`src/rtl/breakout_pkg.sv`:
```
// Breakout geometry and physics-engine state encoding, shared with the display stage
// so screen, ball, paddle and brick dimensions are defined in exactly one place.
package breakout_pkg;
  localparam int GEOM_SCREEN_W     = 640;
  localparam int GEOM_SCREEN_H     = 480;
  localparam int GEOM_BALL_SIZE    = 8;
  localparam int GEOM_BALL_SPEED   = 2;
  localparam int GEOM_PADDLE_HALF  = 40;
  localparam int GEOM_PADDLE_SPEED = 4;
  localparam int GEOM_PADDLE_Y_MIN = 450;
  localparam int GEOM_PADDLE_Y_MAX = 470;
  localparam int GEOM_ROW_MIN      = 60;
  localparam int GEOM_ROW_MAX      = 100;
  localparam int GEOM_BRICK_W      = 128;
  localparam int GEOM_BRICK_N      = 5;
  localparam int POS_W             = 11;
  localparam int IDX_W             = $clog2(GEOM_BRICK_N);

  typedef logic [POS_W-1:0] pos_t;
  typedef logic [IDX_W-1:0] idx_t;

  // state      | meaning
  // ST_IDLE    | ball parked on paddle, paddle steps on each tick
  // ST_WAIT    | playing, waiting for the next frame tick
  // ST_PADDLE  | paddle step
  // ST_BALL    | ball step with screen clamp
  // ST_COLLIDE | walls, bricks, paddle, end-of-game resolution
  // ST_OVER    | outputs frozen until start
  typedef enum logic [2:0] {
    ST_IDLE, ST_WAIT, ST_PADDLE, ST_BALL, ST_COLLIDE, ST_OVER
  } state_t;

  function automatic pos_t paddle_step(input pos_t px, input logic left, input logic right,
                                       input pos_t lo, input pos_t hi, input pos_t step);
    pos_t res;
    res = px;
    if (left && !right)
      res = (px >= lo + step) ? px - step : lo;
    else if (right && !left)
      res = (px + step <= hi) ? px + step : hi;
    return res;
  endfunction
endpackage

```
`src/rtl/breakout_physics_if.sv`:
```
// Control inputs and registered game-state outputs of the breakout physics engine.
interface breakout_physics_if;
  import breakout_pkg::*;

  logic                    frameTick;
  logic                    start;
  logic                    moveLeft;
  logic                    moveRight;
  logic [POS_W-1:0]        ballX;
  logic [POS_W-1:0]        ballY;
  logic [POS_W-1:0]        paddleX;
  logic [GEOM_BRICK_N-1:0] brickOn;
  logic                    gameOver;
  logic                    win;
  logic                    busy;

  modport master (
    output frameTick, start, moveLeft, moveRight,
    input  ballX, ballY, paddleX, brickOn, gameOver, win, busy
  );

  modport slave (
    input  frameTick, start, moveLeft, moveRight,
    output ballX, ballY, paddleX, brickOn, gameOver, win, busy
  );
endinterface

```
`src/rtl/brick_hit_detect.sv`:
```
// Combinational brick-row overlap test; selects the brick under the ball centre
// and returns a hit flag plus a one-hot mask of the brick to clear.
module brick_hit_detect
  import breakout_pkg::*;
#(
  parameter int BALL_SIZE = GEOM_BALL_SIZE,
  parameter int ROW_MIN   = GEOM_ROW_MIN,
  parameter int ROW_MAX   = GEOM_ROW_MAX,
  parameter int BRICK_W   = GEOM_BRICK_W
) (
  input  pos_t                    ball_x,
  input  pos_t                    ball_y,
  input  logic [GEOM_BRICK_N-1:0] bricks,
  output logic                    hit,
  output logic [GEOM_BRICK_N-1:0] clr
);
  // Ball rows ball_y..ball_y+BALL_SIZE-1 touch the row band once ball_y passes this
  localparam pos_t TOP_REACH = pos_t'(ROW_MIN - BALL_SIZE);
  localparam pos_t ROW_LAST  = pos_t'(ROW_MAX);
  localparam pos_t LAST_COL  = pos_t'(GEOM_BRICK_N - 1);

  pos_t centre;
  pos_t col;
  idx_t idx;
  logic in_row;

  always_comb begin
    centre = ball_x + pos_t'(BALL_SIZE / 2);
    col    = centre / pos_t'(BRICK_W);
    idx    = (col >= LAST_COL) ? idx_t'(GEOM_BRICK_N - 1) : col[IDX_W-1:0];
    in_row = (ball_y <= ROW_LAST) && (ball_y > TOP_REACH);
    hit    = in_row && bricks[idx];
    clr    = '0;
    if (hit)
      clr[idx] = 1'b1;
  end
endmodule

```
`src/rtl/breakout_physics.sv`:
```
// Per-frame breakout game-state engine: paddle and ball motion, wall/brick/paddle
// collisions, brick flags and end-of-game status, all updated once per frame tick.
module breakout_physics
  import breakout_pkg::*;
#(
  parameter int SCREEN_W     = GEOM_SCREEN_W,
  parameter int SCREEN_H     = GEOM_SCREEN_H,
  parameter int BALL_SIZE    = GEOM_BALL_SIZE,
  parameter int BALL_SPEED   = GEOM_BALL_SPEED,
  parameter int PADDLE_HALF  = GEOM_PADDLE_HALF,
  parameter int PADDLE_SPEED = GEOM_PADDLE_SPEED,
  parameter int PADDLE_Y_MIN = GEOM_PADDLE_Y_MIN,
  parameter int PADDLE_Y_MAX = GEOM_PADDLE_Y_MAX,
  parameter int ROW_MIN      = GEOM_ROW_MIN,
  parameter int ROW_MAX      = GEOM_ROW_MAX,
  parameter int BRICK_W      = GEOM_BRICK_W
) (
  input logic               CLOCK_50,
  input logic               reset,
  breakout_physics_if.slave bus
);
  localparam pos_t X_MAX     = pos_t'(SCREEN_W - BALL_SIZE);
  localparam pos_t Y_BOTTOM  = pos_t'(SCREEN_H - BALL_SIZE);
  localparam pos_t Y_REST    = pos_t'(PADDLE_Y_MIN - BALL_SIZE);
  localparam pos_t X_HOME    = pos_t'(SCREEN_W / 2 - BALL_SIZE / 2);
  localparam pos_t P_HOME    = pos_t'(SCREEN_W / 2);
  localparam pos_t P_LO      = pos_t'(PADDLE_HALF);
  localparam pos_t P_HI      = pos_t'(SCREEN_W - PADDLE_HALF);
  localparam pos_t P_STEP    = pos_t'(PADDLE_SPEED);
  localparam pos_t P_HALF    = pos_t'(PADDLE_HALF);
  localparam pos_t P_Y_MAX   = pos_t'(PADDLE_Y_MAX);
  localparam pos_t HALF_BALL = pos_t'(BALL_SIZE / 2);
  localparam logic signed [11:0] SPD     = 12'(BALL_SPEED);
  localparam logic signed [11:0] X_MAX_S = 12'(SCREEN_W - BALL_SIZE);

  state_t                  state, state_nx;
  pos_t                    ball_x, ball_y, paddle_x;
  pos_t                    ball_x_nx, ball_y_nx, paddle_x_nx;
  pos_t                    px_step, x_moved, y_moved, centre;
  logic [GEOM_BRICK_N-1:0] bricks, bricks_nx, clr;
  logic                    game_over, game_over_nx, win_q, win_nx, busy_q, busy_nx;
  logic                    dir_x, dir_x_nx, dir_y, dir_y_nx;
  logic                    hit, wall_x, wall_y, paddle_hit, bottom;
  logic signed [11:0]      sx, sy;

  brick_hit_detect #(
    .BALL_SIZE (BALL_SIZE),
    .ROW_MIN   (ROW_MIN),
    .ROW_MAX   (ROW_MAX),
    .BRICK_W   (BRICK_W)
  ) u_brick_hit (
    .ball_x (ball_x),
    .ball_y (ball_y),
    .bricks (bricks),
    .hit    (hit),
    .clr    (clr)
  );

  assign px_step = paddle_step(paddle_x, bus.moveLeft, bus.moveRight, P_LO, P_HI, P_STEP);

  // dir_x = 1 moves right, dir_y = 1 moves up; the step is signed so the clamp sees underflow
  always_comb begin
    sx = $signed({1'b0, ball_x}) + (dir_x ? SPD : -SPD);
    sy = $signed({1'b0, ball_y}) + (dir_y ? -SPD : SPD);
    if (sx < 12'sd0)
      x_moved = '0;
    else if (sx > X_MAX_S)
      x_moved = X_MAX;
    else
      x_moved = sx[POS_W-1:0];
    if (sy < 12'sd0)
      y_moved = '0;
    else
      y_moved = sy[POS_W-1:0];
  end

  always_comb begin
    centre     = ball_x + HALF_BALL;
    wall_x     = (ball_x == '0) || (ball_x >= X_MAX);
    wall_y     = (ball_y == '0);
    bottom     = (ball_y >= Y_BOTTOM);
    paddle_hit = !dir_y && (ball_y >= Y_REST) && (ball_y <= P_Y_MAX) &&
                 (centre >= paddle_x - P_HALF) && (centre <= paddle_x + P_HALF);
  end

  always_comb begin
    state_nx     = state;
    ball_x_nx    = ball_x;
    ball_y_nx    = ball_y;
    paddle_x_nx  = paddle_x;
    bricks_nx    = bricks;
    dir_x_nx     = dir_x;
    dir_y_nx     = dir_y;
    game_over_nx = game_over;
    win_nx       = win_q;
    busy_nx      = busy_q;
    case (state)
      ST_IDLE: begin
        if (bus.start) begin
          state_nx = ST_WAIT;
          dir_x_nx = 1'b1;
          dir_y_nx = 1'b1;
        end else if (bus.frameTick) begin
          paddle_x_nx = px_step;
          ball_x_nx   = px_step - HALF_BALL;
          ball_y_nx   = Y_REST;
        end
      end
      ST_WAIT: begin
        if (bus.frameTick) begin
          state_nx = ST_PADDLE;
          busy_nx  = 1'b1;
        end
      end
      ST_PADDLE: begin
        paddle_x_nx = px_step;
        state_nx    = ST_BALL;
      end
      ST_BALL: begin
        ball_x_nx = x_moved;
        ball_y_nx = y_moved;
        state_nx  = ST_COLLIDE;
      end
      ST_COLLIDE: begin
        busy_nx   = 1'b0;
        state_nx  = ST_WAIT;
        dir_x_nx  = dir_x ^ wall_x;
        dir_y_nx  = dir_y ^ wall_y ^ hit;
        bricks_nx = bricks & ~clr;
        if (paddle_hit) begin
          dir_y_nx  = 1'b1;
          ball_y_nx = Y_REST;
        end
        if (bricks_nx == '0) begin
          win_nx   = 1'b1;
          state_nx = ST_OVER;
        end else if (bottom && !paddle_hit) begin
          game_over_nx = 1'b1;
          state_nx     = ST_OVER;
        end
      end
      ST_OVER: begin
        if (bus.start) begin
          state_nx     = ST_IDLE;
          ball_x_nx    = X_HOME;
          ball_y_nx    = Y_REST;
          paddle_x_nx  = P_HOME;
          bricks_nx    = '1;
          dir_x_nx     = 1'b1;
          dir_y_nx     = 1'b1;
          game_over_nx = 1'b0;
          win_nx       = 1'b0;
          busy_nx      = 1'b0;
        end
      end
      default: state_nx = ST_IDLE;
    endcase
  end

  always_ff @(posedge CLOCK_50 or negedge reset) begin
    if (!reset) begin
      state     <= ST_IDLE;
      ball_x    <= X_HOME;
      ball_y    <= Y_REST;
      paddle_x  <= P_HOME;
      bricks    <= '1;
      dir_x     <= 1'b1;
      dir_y     <= 1'b1;
      game_over <= 1'b0;
      win_q     <= 1'b0;
      busy_q    <= 1'b0;
    end else begin
      state     <= state_nx;
      ball_x    <= ball_x_nx;
      ball_y    <= ball_y_nx;
      paddle_x  <= paddle_x_nx;
      bricks    <= bricks_nx;
      dir_x     <= dir_x_nx;
      dir_y     <= dir_y_nx;
      game_over <= game_over_nx;
      win_q     <= win_nx;
      busy_q    <= busy_nx;
    end
  end

  assign bus.ballX    = ball_x;
  assign bus.ballY    = ball_y;
  assign bus.paddleX  = paddle_x;
  assign bus.brickOn  = bricks;
  assign bus.gameOver = game_over;
  assign bus.win      = win_q;
  assign bus.busy     = busy_q;
endmodule

```
`src/flat_wrapper.sv`:
```
// flat-port wrapper written by rule: the top's interface ports become plain ports
module breakout_physics_flat import breakout_pkg::*;
#(
  parameter int SCREEN_W     = GEOM_SCREEN_W,
  parameter int SCREEN_H     = GEOM_SCREEN_H,
  parameter int BALL_SIZE    = GEOM_BALL_SIZE,
  parameter int BALL_SPEED   = GEOM_BALL_SPEED,
  parameter int PADDLE_HALF  = GEOM_PADDLE_HALF,
  parameter int PADDLE_SPEED = GEOM_PADDLE_SPEED,
  parameter int PADDLE_Y_MIN = GEOM_PADDLE_Y_MIN,
  parameter int PADDLE_Y_MAX = GEOM_PADDLE_Y_MAX,
  parameter int ROW_MIN      = GEOM_ROW_MIN,
  parameter int ROW_MAX      = GEOM_ROW_MAX,
  parameter int BRICK_W      = GEOM_BRICK_W
)
  (CLOCK_50, reset, bus_frameTick, bus_start, bus_moveLeft, bus_moveRight, bus_ballX, bus_ballY, bus_paddleX, bus_brickOn, bus_gameOver, bus_win, bus_busy);
  breakout_physics_if bus_i ();
  input logic CLOCK_50;
  input logic reset;
  input wire logic [$bits(bus_i.frameTick)-1:0] bus_frameTick;
  input wire logic [$bits(bus_i.start)-1:0] bus_start;
  input wire logic [$bits(bus_i.moveLeft)-1:0] bus_moveLeft;
  input wire logic [$bits(bus_i.moveRight)-1:0] bus_moveRight;
  output wire logic [$bits(bus_i.ballX)-1:0] bus_ballX;
  output wire logic [$bits(bus_i.ballY)-1:0] bus_ballY;
  output wire logic [$bits(bus_i.paddleX)-1:0] bus_paddleX;
  output wire logic [$bits(bus_i.brickOn)-1:0] bus_brickOn;
  output wire logic [$bits(bus_i.gameOver)-1:0] bus_gameOver;
  output wire logic [$bits(bus_i.win)-1:0] bus_win;
  output wire logic [$bits(bus_i.busy)-1:0] bus_busy;
  assign bus_i.frameTick = bus_frameTick;
  assign bus_i.start = bus_start;
  assign bus_i.moveLeft = bus_moveLeft;
  assign bus_i.moveRight = bus_moveRight;
  assign bus_ballX = bus_i.ballX;
  assign bus_ballY = bus_i.ballY;
  assign bus_paddleX = bus_i.paddleX;
  assign bus_brickOn = bus_i.brickOn;
  assign bus_gameOver = bus_i.gameOver;
  assign bus_win = bus_i.win;
  assign bus_busy = bus_i.busy;
  breakout_physics #(.SCREEN_W(SCREEN_W), .SCREEN_H(SCREEN_H), .BALL_SIZE(BALL_SIZE), .BALL_SPEED(BALL_SPEED), .PADDLE_HALF(PADDLE_HALF), .PADDLE_SPEED(PADDLE_SPEED), .PADDLE_Y_MIN(PADDLE_Y_MIN), .PADDLE_Y_MAX(PADDLE_Y_MAX), .ROW_MIN(ROW_MIN), .ROW_MAX(ROW_MAX), .BRICK_W(BRICK_W)) u_core (.CLOCK_50(CLOCK_50), .reset(reset), .bus(bus_i));
endmodule
```
`config.mk`:
```
export PLATFORM = sky130hd
export DESIGN_NAME = breakout_physics_flat
export DESIGN_NICKNAME = d
export VERILOG_FILES = /design/src/rtl/breakout_pkg.sv /design/src/rtl/breakout_physics_if.sv /design/src/rtl/brick_hit_detect.sv /design/src/rtl/breakout_physics.sv /design/src/flat_wrapper.sv
export SDC_FILE = /design/constraint.sdc
export NUM_CORES = 1
export LEC_CHECK = 0
export CORE_UTILIZATION = 59
export DETAILED_ROUTE_END_ITERATION = 10
export PLACE_DENSITY = 0.82
export SETUP_SLACK_MARGIN = 0.4
export SYNTH_ARGS = -nofsm -noshare
export SYNTH_HDL_FRONTEND = slang
export SYNTH_HIERARCHICAL = 1
export SYNTH_SLANG_ARGS = --single-unit
```
`constraint.sdc`:
```
create_clock -name CLOCK_50 -period 3.9 [get_ports CLOCK_50]
set_input_delay 0.78 -clock CLOCK_50 [delete_from_list [all_inputs] [get_ports CLOCK_50]]
set_output_delay 0.78 -clock CLOCK_50 [all_outputs]
set_load 0.02 [all_outputs]
```
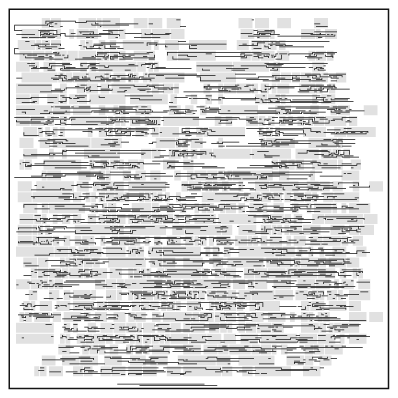
met1.png
Scale: 4 px per µm. Cells faint in the background.
wire length on this layer = 6,210 µm
longest straight run = 32.2 µm

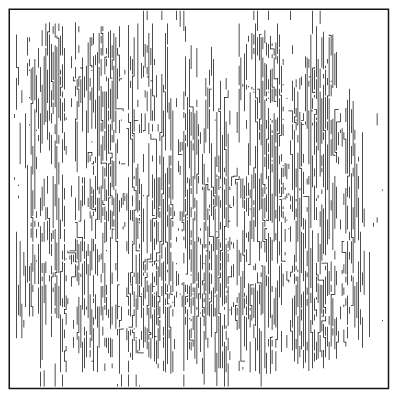
met2.png
Scale: 4 px per µm.
main direction = vertical
nets with wire on the layer = 654
longest straight run = 48.3 µm
wire length on this layer = 7,480 µm
share of all routed wire = 50%

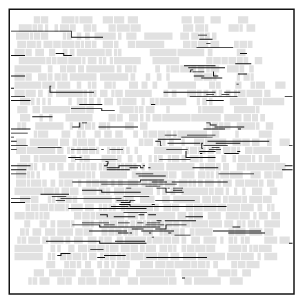
met3.png
Scale: 3 px per µm. Cells faint in the background.
main direction = horizontal
wire length on this layer = 1,060 µm
nets with wire on the layer = 122

==> impl_metrics.py <==
# Synthesis and PnR figures
metrics = {
    "synthesis": {
        "xor_area_frac": 0.07648,
        "async_flop_share": 1.000,
        "yosysTopAreaCell": "dfrtp_1",
        "yosysTopAreaCellShare": 0.1242,
        "yosys_warnings": 6,
        "yosys.cell_count.top_type": "nor2_1",
        "fa_ha_area_frac": 0.1222,
        "syn_area_mm2": 0.005039,
        "ys_sh_aoi": 0.2625,
        "ys_top_logic_family": "AND-OR/OR-AND gates",
        "synth_cell_types": 91,
        "netlist_instances": 620,
        "edf_count": 0,
        "common_cells": "nor2_1, a21oi_1, ha_1, nand2_1, o21ai_0",
    },
    "floorplan": {
        "die_x_um": 94.41,
        "fp_util": 0.6102,
        "tapcell.inserted": 105,
    },
    "setup_path": {
        "cp_data_required_time_ns": 4.12,
        "rr_startpoint": "u_core/bus.paddleX[8]",
        "worstSetupPathType": "reg -> reg",
        "critPathArrivalTime_ns": 3.64,
        "start_kind": "flip-flop",
        "r2r_slack_ns": 0.47,
        "critPathMaxFanout": 13,
        "crit_chain": "nand3_1, or3_1, nand2_1, a211oi_4, buf_4, o31a_1, inv_1, ha_2, or2b_1, or3_1, nand3_1, a21oi_1",
        "cp-startpoint": "u_core/bus.paddleX[8]",
        "reg2regPathDepth": 12,
    },
    "final_timing": {
        "hold_violations": 0,
        "setup_viol": 0,
        "tns_ns": 0,
        "setup_slack_ns": 0.4736,
        "tightest_slew_ns": 1.021,
        "min_period_ns": 3.426,
        "final_max_slew_viol_count": 0,
        "timing.final.crit_share": 0.8786,
    },
    "finish": {
        "final_util": 0.7103,
        "clock_buffers": 6,
        "n_antenna_cell": 0,
        "seq_share": 0.1969,
        "logic_gates": 525,
        "num-nonclk-buffers": 75,
        "clock_cell_area_share": 0.01642,
        "dominant_cells": "logic gates",
        "nets": 736,
        "final_cell_area_mm2": 0.005866,
        "layout_top_cell": "nor2_1",
        "area_delta_synth_final_pct": 16.41,
    },
    "route": {
        "dr.pass1.iters": 5,
        "wl_met2_mm": 7.478,
        "wl_per_cell_um": 19.10,
        "wirelength_mm": 15.05,
    },
    "clocking": {
        "clk_pin_slew_worst_paths_ns": 0.09,
        "cts-hold-fix-buffers": 0,
        "cts_buffers": 5,
        "cts-root-buf": "clkbuf_8",
        "cts_buffer_depth": 2,
        "worstSkewPairLatency_ns": 0.29,
        "post_cts_resized": 5,
    },
    "power_and_ir_drop": {
        "power_mw": 5.374,
        "combPwrFrac": 0.747,
        "switching_share": 0.5168,
    },
    "global_routing": {
        "grt_max_degree": 46,
        "grt_use_met1": 0.4410,
        "grt_pass1_wl_mm": 23.69,
        "grt_pass1_vias": 4781,
        "grt_remaining_overflow": 0,
        "grt_use_met3": 0.03784,
        "grtUsageMet2": 0.5894,
        "grtUsageTotal": 0.3421,
    },
    "placement": {
        "detailed_place_hpwl_mm": 11.02,
        "postPlaceCellArea_mm2": 0.005559,
        "numPortBuffers": 45,
        "gp_congestion": 0.8928,
    },
    "status": {
        "status": "completed",
    },
    "hold_path": {
        "min-delay-path-class": "reg -> reg",
        "hold_path_depth": 2,
    },
    "flow_run": {
        "maxCapViolCount": 0,
    },
}
